**config.mk**
```make
export PLATFORM = sky130hd
export DESIGN_NAME = vga_sync_gen
export DESIGN_NICKNAME = d
export VERILOG_FILES = /design/src/rtl/vga_sync_gen.sv
export SDC_FILE = /design/constraint.sdc
export NUM_CORES = 1
export LEC_CHECK = 0
export CORE_ASPECT_RATIO = 1.4
export CORE_MARGIN = 3
export CORE_UTILIZATION = 48
export DETAILED_ROUTE_END_ITERATION = 10
export PLACE_DENSITY = 0.91
export SYNTH_ARGS = -nofsm -noshare
export SYNTH_HDL_FRONTEND = slang
export SYNTH_SLANG_ARGS = --single-unit
```
**constraint.sdc**
```tcl
create_clock -name clk -period 2.5 [get_ports clk]
set_input_delay 0.375 -clock clk [delete_from_list [all_inputs] [get_ports clk]]
set_output_delay 0.375 -clock clk [all_outputs]
set_load 0.02 [all_outputs]
```
**src/rtl/vga_sync_gen.sv**
```systemverilog
// VGA timing generator: pixel-rate divider, h/v counters, and a one-pixel
// output pipeline that keeps hsync, vsync and blanked RGB aligned at the connector.
module vga_sync_gen #(
  parameter int CLK_DIV   = 4,
  parameter int H_DISPLAY = 640,
  parameter int H_FP      = 16,
  parameter int H_SYNC    = 96,
  parameter int H_BP      = 48,
  parameter int V_DISPLAY = 480,
  parameter int V_FP      = 10,
  parameter int V_SYNC    = 2,
  parameter int V_BP      = 33
) (
  input  logic        clk,
  input  logic        reset_n,
  input  logic [11:0] rgb_in,
  output logic [10:0] x,
  output logic [10:0] y,
  output logic        pixel_tick,
  output logic        video_on,
  output logic        frame_start,
  output logic        hsync,
  output logic        vsync,
  output logic [11:0] rgb_out
);

  localparam int H_TOTAL = H_DISPLAY + H_FP + H_SYNC + H_BP;
  localparam int V_TOTAL = V_DISPLAY + V_FP + V_SYNC + V_BP;
  localparam int DIV_W   = (CLK_DIV > 1) ? $clog2(CLK_DIV) : 1;

  localparam logic [DIV_W-1:0] DIV_LAST = DIV_W'(CLK_DIV - 1);
  localparam logic [10:0] H_LAST   = 11'(H_TOTAL - 1);
  localparam logic [10:0] V_LAST   = 11'(V_TOTAL - 1);
  localparam logic [10:0] H_VIS    = 11'(H_DISPLAY);
  localparam logic [10:0] V_VIS    = 11'(V_DISPLAY);
  localparam logic [10:0] HS_FIRST = 11'(H_DISPLAY + H_FP);
  localparam logic [10:0] HS_LAST  = 11'(H_DISPLAY + H_FP + H_SYNC - 1);
  localparam logic [10:0] VS_FIRST = 11'(V_DISPLAY + V_FP);
  localparam logic [10:0] VS_LAST  = 11'(V_DISPLAY + V_FP + V_SYNC - 1);

  logic [DIV_W-1:0] div_cnt_q, div_cnt_d;
  logic             tick_q, tick_d;
  logic [10:0]      h_cnt_q, h_cnt_d;
  logic [10:0]      v_cnt_q, v_cnt_d;
  logic             frame_q, frame_d;
  logic             hsync_q, hsync_d;
  logic             vsync_q, vsync_d;
  logic [11:0]      rgb_q, rgb_d;

  assign video_on = (h_cnt_q < H_VIS) && (v_cnt_q < V_VIS);

  always_comb begin
    div_cnt_d = (div_cnt_q == DIV_LAST) ? '0 : div_cnt_q + 1'b1;
    tick_d    = (div_cnt_q == DIV_LAST);
    h_cnt_d   = h_cnt_q;
    v_cnt_d   = v_cnt_q;
    frame_d   = 1'b0;
    hsync_d   = hsync_q;
    vsync_d   = vsync_q;
    rgb_d     = rgb_q;
    if (tick_q) begin
      if (h_cnt_q == H_LAST) begin
        h_cnt_d = '0;
        if (v_cnt_q == V_LAST) begin
          v_cnt_d = '0;
          frame_d = 1'b1;
        end else begin
          v_cnt_d = v_cnt_q + 11'd1;
        end
      end else begin
        h_cnt_d = h_cnt_q + 11'd1;
      end
      // Sync and colour describe the pixel being left, so they lag x/y by one pixel.
      hsync_d = !((h_cnt_q >= HS_FIRST) && (h_cnt_q <= HS_LAST));
      vsync_d = !((v_cnt_q >= VS_FIRST) && (v_cnt_q <= VS_LAST));
      rgb_d   = video_on ? rgb_in : 12'h000;
    end
  end

  always_ff @(posedge clk or negedge reset_n) begin
    if (!reset_n) begin
      div_cnt_q <= '0;
      tick_q    <= 1'b0;
      h_cnt_q   <= '0;
      v_cnt_q   <= '0;
      frame_q   <= 1'b0;
      hsync_q   <= 1'b1;
      vsync_q   <= 1'b1;
      rgb_q     <= 12'h000;
    end else begin
      div_cnt_q <= div_cnt_d;
      tick_q    <= tick_d;
      h_cnt_q   <= h_cnt_d;
      v_cnt_q   <= v_cnt_d;
      frame_q   <= frame_d;
      hsync_q   <= hsync_d;
      vsync_q   <= vsync_d;
      rgb_q     <= rgb_d;
    end
  end

  assign x           = h_cnt_q;
  assign y           = v_cnt_q;
  assign pixel_tick  = tick_q;
  assign frame_start = frame_q;
  assign hsync       = hsync_q;
  assign vsync       = vsync_q;
  assign rgb_out     = rgb_q;

endmodule

```
run_1/layer_met2.png
Cells faint in the background.
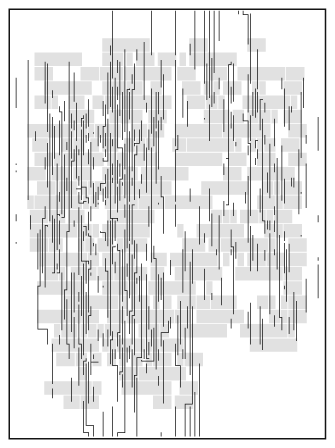
share of all routed wire: 52%
wire length on this layer: 2310 um
nets with wire on the layer: 218
wire length reported by the detailed router: 4470 um
GR met2 Demand/Resource: 34.0%
routed vias: 1598

run_1/logic_types.png
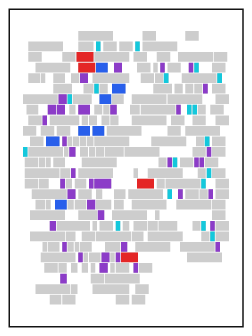
legend:
  blue:
    family: non-inverting ao/oa cells
    cells: 7
    most_used: a22o_1
  purple:
    family: nand cells
    cells: 38
    most_used: nand2_1
  red:
    family: fa/ha/maj cells
    cells: 4
    most_used: ha_1
  cyan:
    family: inv cells
    cells: 18
    most_used: inv_1
number of non-filler instances in the completed layout: 285
Top cell excl fill/tap: clkdlybuf4s50_1

run_1/congestion.png
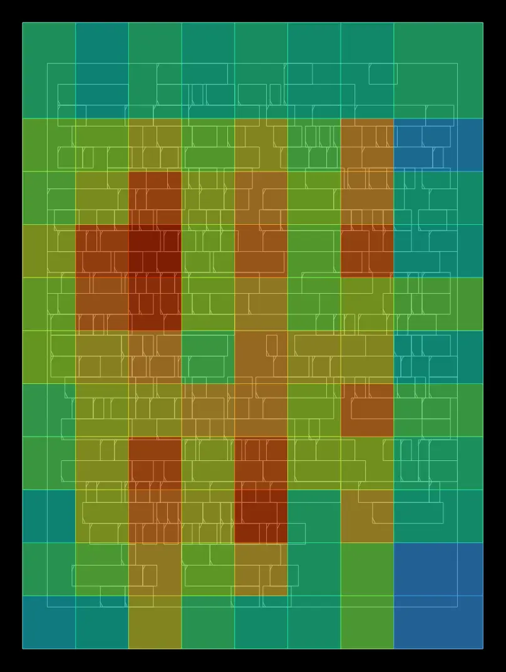
average wire per cell in the routed design: 15.7 um
met1 usage: 24.3%
Final Util: 67.5%

run 1: layout by cell type (no fill, tap or decap), types with 2 or more instances in the layout:
master           netlist  routed
clkdlybuf4s50_1        0      51
dfrtp_1               38      38
nand2_1               21      21
inv_1                 18      18
nor2_1                13      13
o22ai_1               12      12
nand4_1                9       9
xnor2_1                7       7
nand3_1                6       6
nor3_1                 5       5
o21ai_1                5       5
a22o_1                 5       5
clkbuf_8               0       5
o21ai_0                4       4
xor2_1                 4       4
ha_1                   4       4
nor2b_1                3       3
and4_4                 2       2
and2_1                 2       2
o211ai_1               2       2
and3_1                 2       2
or4_1                  2       2
clkbuf_1               5       2
dfstp_2                2       2
buf_4                  1       2
==> results.txt, run 1 <==
The synthesis and PnR run went through. Last weighted congestion value of the routability-driven placer landed at 0.838. For this run, the leading register cell type out of synthesis is dfrtp_1. The number of sequential cells reported for the layout is ~40. In the final report, the number of hold violations comes to 0. Number of logic inverters in the finished layout landed at 18. Number of clock sinks seen by CTS landed at approximately 40. STA classifies the critical path startpoint as a flip-flop.

Among all stages on the critical path, the maximum delay recorded is 590 ps. Walking the critical path from launch to capture passes 4 cell instances. Yosys reports a chip area of 1950 um^2. The largest total area in the synthesized netlist belongs to dfrtp_1.

Clock tree synthesis inserted a total of 5 buffers. The post-synth count of flops with an enable pin is 0. Data arrival time at the worst-slack endpoint landed at 1850 ps.

In the floorplan report the effective utilization is 51.8%. Post-synthesis xor/xnor area fraction landed at between 4 and 5%. Clock latency on the worst-skew pair landed at 290 ps. Before any placement, the netlist area is recorded as ~2000 um^2. Total of buffers placed on input and output ports landed at 52.

Setup repair after global routing left no endpoint under its margin. The flow ran to the end, and the final reports show no timing, DRC or antenna violations. DRC violations left landed at 0. Per the detail_route log, met3 wirelength is 266 um. Buffers added to address setup during post-CTS repair amount to 0. Traced cell by cell, the critical path runs through o21ai_0, nand3_1, inv_1, clkdlybuf4s50_1. Per-instance average area after synthesis landed at roughly 10 um^2. Floorplan die width landed at about 60 um. The core region is around 3800 um^2. Number of endpoints failing setup at the final stage landed at 0. The synth_stat.txt file lists the number of cells as approximately 190. Looking at the reg2reg group, the worst path starts from x[0]. Setup total negative slack on the finished layout was measured at 0 ps. The highest metal layer carrying signal wires in the routed design is met4. The timing report attributes the biggest portion of critical-path delay to buffers and inverters. Share of synthesized cell area in and, or, nand and nor gates landed at between 20% and 30%. Length of the first detailed-routing pass in iterations landed at 4.

Combinational gate area landed at between 800 and 900 um^2. Among the non-sequential cells, simple AND/OR/NAND/NOR gates take the most area. Number of global-route vias before repair landed at 1582. Number of gates given a new drive strength after cts landed at 0.

The capture point of the critical path was reported as video_on. Worst clock skew on the final layout landed at between 5 and 6 ps. The global router reports that the layer with the highest usage is met2. The number of antenna diodes in the final layout is 0. Per report_power, the Sequential row totals 0.662 mW. The first global-routing pass estimated roughly 7400 um of wire. For reference, the clock transition at the flip-flops on the worst setup and hold paths is about 70 ps. For this run, the total global-route usage over all layers was measured as around a fifth.
==> inputs of run 2 (changes only) <==
--- a/config.mk
+++ b/config.mk
@@ -10,6 +10,7 @@
 export CORE_UTILIZATION = 48
 export DETAILED_ROUTE_END_ITERATION = 10
 export PLACE_DENSITY = 0.91
+export SETUP_SLACK_MARGIN = 0.02
 export SYNTH_ARGS = -nofsm -noshare
 export SYNTH_HDL_FRONTEND = slang
 export SYNTH_SLANG_ARGS = --single-unit
run_2/logic_types.png
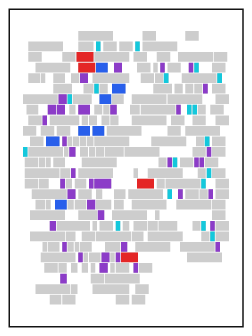
legend:
  cyan:
    family: inv cells
    cells: 18
    most_used: inv_1
  purple:
    family: nand cells
    cells: 38
    most_used: nand2_1
  red:
    family: fa/ha/maj cells
    cells: 4
    most_used: ha_1
  blue:
    family: non-inverting ao/oa cells
    cells: 7
    most_used: a22o_1
fraction of area in multi-input gates: 32.1%

==> run 2 against run 1 <==
Net effect:
- power unchanged
- register-to-register slack barely moved
- via count unchanged
- wire length is the same
- largest cell class unchanged
- highest routed layer unchanged
==> results.txt, run 2 <==
The synthesis and PnR run went through. The die is approximately 81 um tall. The number of endpoints failing setup at the final stage was 0 (unchanged). STA classifies the critical path startpoint as a flip-flop. The detail route stage leaves a number of antenna-violating nets equal to 0.

The combined global-route utilization of all metal layers came to 20.0% (unchanged). Required time at the worst-slack endpoint landed at 2120 ps. The amount of wire on met3 after detailed routing came to 266 um (unchanged).

Sequential elements use between 50% and 60% of the synthesized area. The largest cell class by area is registers. The most used flip-flop cell after synthesis is dfrtp_1. The number of logic inverters in the finished layout was 18 (unchanged). Combinational gate area landed at 817 um^2 (unchanged). Per-instance average area after synthesis landed at 10.2 um^2 (unchanged). Maximum buffer depth of the clock tree landed at 2. Number of clock sinks seen by CTS landed at 40 (unchanged).

Per the STA report, the cell with the highest stage delay on the worst path is clkdlybuf4s50_1. Tap insertion was completed with about 42 tapcells. The detailed router used layers up to and including met4.

The total count of hold-check failures in the final report came to 0 (unchanged). Worst ir drop on vdd landed at around 360 uV. The synthesized instance count is between 150 and 200.

Average routed wire per standard cell landed at 15.7 um (unchanged). The met1 layer usage reported by global route is 24.3% (unchanged). Total of buffers placed on input and output ports landed at 52 (unchanged).

The floorplan core area came to 3770 um^2 (unchanged). Per STA, the worst path is made up of o21ai_0, nand3_1, inv_1, clkdlybuf4s50_1. The clock transition at the registers of the reported paths was 70 ps (about the same). Total wirelength of the detailed-routed design landed at 4470 um (unchanged). Number of antenna violations at the first check in global routing landed at 0. Portion of the clock cycle consumed by the worst path in the final layout landed at between 80 and 90%. Vias per cell landed at between 5 and 6. Last weighted congestion value of the routability-driven placer landed at 0.838 (unchanged). The filler-free cell count of the finished design is 285 (unchanged). Looking at the global route congestion table, the highest-usage layer is met2. Final setup TNS landed at 0 ps (unchanged). Number of global-route vias before repair landed at 1582 (unchanged). The most common logic cell in the final layout is clkdlybuf4s50_1. Count of antenna diodes in the layout landed at 0 (unchanged). DRC violations left landed at 0 (unchanged). Setup repair after global routing left no endpoint under its margin. In the layout the commonest cells are clkdlybuf4s50_1 (51), dfrtp_1 (38), nand2_1 (21). The number of enable-type register cells in the synthesized netlist was 0 (unchanged).

Worst-case headroom to the max-slew limit landed at about 42%. Met2 usage landed at 34.0% (unchanged). Effective utilization at floorplan landed at 51.8% (unchanged). The flow ran to the end, and the final reports show no timing, DRC or antenna violations. The power consumed by sequential cells came to 0.662 mW (about the same). The number of setup buffers added after CTS was 0 (unchanged). The number of maximum-capacitance violations recorded for the run is 0. Clock latency on the worst-skew pair landed at 290 ps (about the same). The cell type that accounts for the most area after synthesis is dfrtp_1. Number of gates given a new drive strength after cts landed at 0 (unchanged). Wire length of the first global-routing pass landed at 7380 um (unchanged). The data arrival time at the worst-slack endpoint is 1850 ps (about the same). The end-of-flow core utilization came to 67.5% (unchanged).

Length of the first detailed-routing pass in iterations landed at 4 (unchanged). Count of sequential standard cells landed at 40 (unchanged). Area figure in the yosys stat output landed at 1950 um^2 (unchanged). The total number of vias was 1598 (unchanged). The worst clock skew on the final layout came to 5.27 ps (unchanged). Broken down by cell family, the worst path's largest delay share belongs to buffers and inverters. The register with the most flip-flops in the layout has 12 of them. STA reports the tightest min-delay check as being of type primary input to async pin.

Placed standard-cell area landed at approximately 2500 um^2. The largest stage delay on the critical path is 590 ps (about the same). Floorplan die width landed at 59.9 um (unchanged).

The main area contributors are dfrtp_1 (49%), nand2_1 (4.0%), o22ai_1 (3.8%), inv_1 (3.5%), xnor2_1 (3.1%). Area of the mapped netlist landed at 1950 um^2 (unchanged). The total clock buffers created by CTS came to 5 (unchanged). In this run the count of I/O pins placed on the die edge is 53. Pre-CTS setup slack landed at between 500 and 600 ps.

For this run the detailed placement stage logged an HPWL of about 3200 um. For this design, the CTS-stage hold fixing added 0 buffers. Total cells reported by yosys after synthesis landed at 192 (unchanged). Overall chip area landed at between 4000 and 5000 um^2. In the post-synthesis netlist, the cell with the most instances is dfrtp_1.
-- run 2: logic make-up (layout without fill, tap and decap cells) --
family	Yosys count	in the layout	synth area share [%]
muxes	2	2	1.09
xor gates and xnor gates	11	11	4.93
AOI/OAI and AO/OA	33	33	11.3
and+or+nand+nor	74	74	22.0
buffers and inverters	28	79	6.79
DFF	40	40	51.4
adders and majority gates	4	4	2.56
-- run 2: final timing paths --
path                            cells past startpoint  slack [ps]           end         start
worst min-delay path                                1         200          x[6]       reset_n
max in group asynchronous                           1        1750   rgb_out[10]       reset_n
worst max-delay path                                4         280      video_on          x[7]
min in group clk                                    1         430  div_cnt_q[0]  div_cnt_q[0]
worst max register to register                      5         610          y[7]          x[0]
worst min register to register                      1         430  div_cnt_q[0]  div_cnt_q[0]
No activity file was given, so power comes from the tool's default toggle rates.
